Design anim_sprite_src_flat, sky130hd; sources not shown.
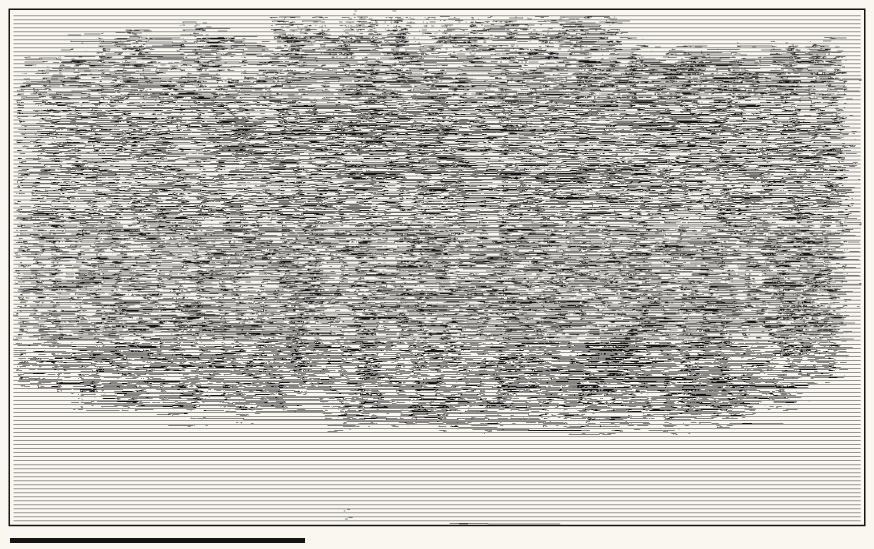
Figure 1: metal 1.
Bar = 200 um. Supply wires on this layer in grey.
6746 nets have wire on it. The longest straight run is 103 um. The layer carries 118 mm of wire. The layer holds 41% of the routed length.
Final Routed Wirelength: 290600 um
via total after detailed routing: 60320

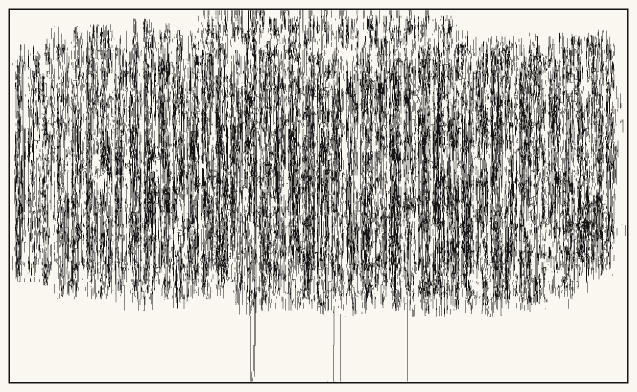
Figure 2: met2 routing.
The longest straight run is 120 um. The layer holds 42% of the routed length. The wires run mostly vertical. 6008 nets have wire on it. The layer carries 121 mm of wire.
met2 Use GR: 0.3908

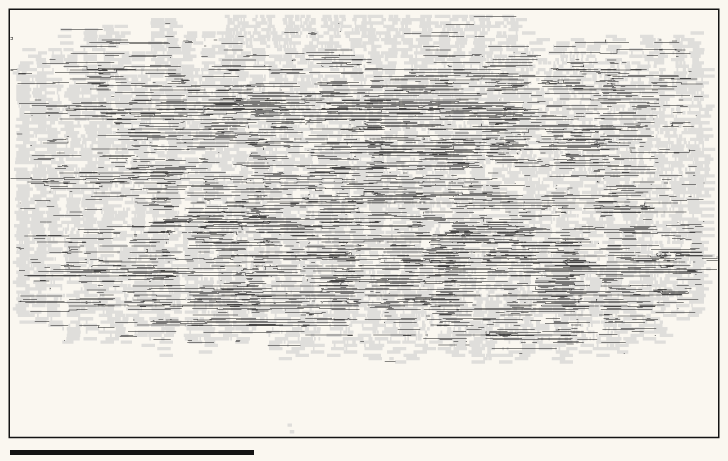
Figure 3: M3 wires.
Bar = 200 um. Cells faint in the background.
The layer holds 15% of the routed length. The wires run mostly horizontal. 1013 nets have wire on it. The layer carries 44.3 mm of wire. The longest straight run is 202 um.
GR Util met3: 0.09059

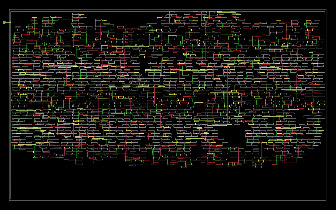
Figure 4: clock nets.
total clock network power: 19.2 mW
total CTS buffers: 236

==> impl_metrics.ini <==
; physical design summary
[synth]
synth_cells = 6351
yosys_chip_area_mm2 = 0.08943
netlist.area_leader.share = 0.6877
syn-num-nets = 6458
area_leaders = sky130_fd_sc_hd__edfxtp_1 69%, sky130_fd_sc_hd__mux4_2 7.1%, sky130_fd_sc_hd__nor2_1 4.5%, sky130_fd_sc_hd__nand2_1 4.2%, sky130_fd_sc_hd__mux2i_1 2.1%
synth-main-ff-cell = sky130_fd_sc_hd__edfxtp_1

[cells_and_area]
finalNonFillerCells = 9541
logic_area_mm2 = 0.02465
area.share.sequential = 0.5966
flop_area_mm2 = 0.06294
n_sequential_cell = 2105
non_clock_inverter_count = 40
layout.cells.most_common_list = 2048 x sky130_fd_sc_hd__edfxtp_1, 1071 x sky130_fd_sc_hd__nor2_1, 997 x sky130_fd_sc_hd__nand2_1
final_layout_top_logic_cell = sky130_fd_sc_hd__edfxtp_1

[sta]
holdWs_ns = 0.4076
timing.final.setup_violations = 2
layout_setup_ws_ns = -0.2296
final.period_utilization = 1.059
post_route_clock_skew_ns = 0.04553

[flow_run]
log.warning_count = 36

[setup_path]
ff2ff_setup_slack_ns = 0.81
worst_path_largest_cell_delay_ns = 0.79

[status]
status = finished with violations
failing_checks = negative setup slack

[drt]
drt-pass1-iter-count = 6
drt_first_iter_violations = 10790
drtAntennaViolNets = 0

[clock_network]
cts_tree = done
h-tree-depth = 4

[floorplanning]
fp_util = 0.4538

[placement]
placedInstanceArea_mm2 = 0.09826
dp_hpwl_um = 174200
## cells by family after synthesis
kind of cell,synth area share
flip-flops,0.7038
AND/OR/NAND/NOR,0.1218
XOR/XNOR,0.002924
multiplexers,0.09897
AND-OR/OR-AND,0.03940
adder cells (fa/ha/maj),0.003946
buffers and inverters,0.02912
## cell usage after synthesis (5+ instances only)
| library cell | instances |
|---|---|
| sky130_fd_sc_hd__a31oi_1 | 66 |
| sky130_fd_sc_hd__nand3_1 | 297 |
| sky130_fd_sc_hd__buf_6 | 20 |
| sky130_fd_sc_hd__o2111ai_1 | 8 |
| sky130_fd_sc_hd__dfrtp_1 | 34 |
| sky130_fd_sc_hd__buf_4 | 32 |
| sky130_fd_sc_hd__and3_1 | 32 |
| sky130_fd_sc_hd__nor2_1 | 1078 |
| sky130_fd_sc_hd__nor4_1 | 11 |
| sky130_fd_sc_hd__a22oi_1 | 16 |
| sky130_fd_sc_hd__nand3b_1 | 6 |
| sky130_fd_sc_hd__a311oi_1 | 24 |
| sky130_fd_sc_hd__o311ai_0 | 6 |
| sky130_fd_sc_hd__o22ai_1 | 13 |
| sky130_fd_sc_hd__a211oi_1 | 10 |
| sky130_fd_sc_hd__clkbuf_1 | 227 |
| sky130_fd_sc_hd__xnor2_1 | 7 |
| sky130_fd_sc_hd__a2111oi_0 | 7 |
| sky130_fd_sc_hd__and2_1 | 6 |
| sky130_fd_sc_hd__edfxtp_1 | 2048 |
| sky130_fd_sc_hd__nand2_1 | 1004 |
| sky130_fd_sc_hd__a21oi_1 | 72 |
| sky130_fd_sc_hd__dfstp_2 | 21 |
| sky130_fd_sc_hd__nor2b_1 | 23 |
| sky130_fd_sc_hd__a21o_1 | 5 |
| sky130_fd_sc_hd__or3_1 | 6 |
| sky130_fd_sc_hd__buf_8 | 5 |
| sky130_fd_sc_hd__nand2b_1 | 9 |
| sky130_fd_sc_hd__a32oi_1 | 145 |
| sky130_fd_sc_hd__xor2_1 | 5 |
| sky130_fd_sc_hd__mux4_2 | 282 |
| sky130_fd_sc_hd__nand4_1 | 97 |
| sky130_fd_sc_hd__mux2i_1 | 189 |
| sky130_fd_sc_hd__inv_1 | 40 |
| sky130_fd_sc_hd__o211ai_1 | 18 |
| sky130_fd_sc_hd__nor3b_1 | 8 |
| sky130_fd_sc_hd__ha_1 | 25 |
| sky130_fd_sc_hd__mux2_2 | 50 |
| sky130_fd_sc_hd__nor3_1 | 44 |
| sky130_fd_sc_hd__o221ai_1 | 5 |
| sky130_fd_sc_hd__buf_2 | 152 |
| sky130_fd_sc_hd__o21ai_0 | 46 |
| sky130_fd_sc_hd__buf_1 | 80 |
## repair_timing
action | 4_1_cts | 5_1_grt
cloned | 8 | 3
setup buffers | 25 | 13
hold buffers | 1 | 0
gates resized | 51 | 41
pin swaps | 15 | 13
endpoints found under the setup margin | 2 | 2
endpoints found under the hold margin | 13 | 0
## routing by layer
metal | wire length (um) | part of all wire | track usage | vias up
met5 | 0 | 0 | - | -
met3 | 44250 | 0.15 | 0.09059 | 474
met1 | 118000 | 0.41 | 0.4303 | 30550
li1 | - | - | - | 24760
met2 | 120800 | 0.42 | 0.3908 | 4536
met4 | 7558 | 0.026 | 0.07458 | 0
No activity file was given, so power comes from the tool's default toggle rates.
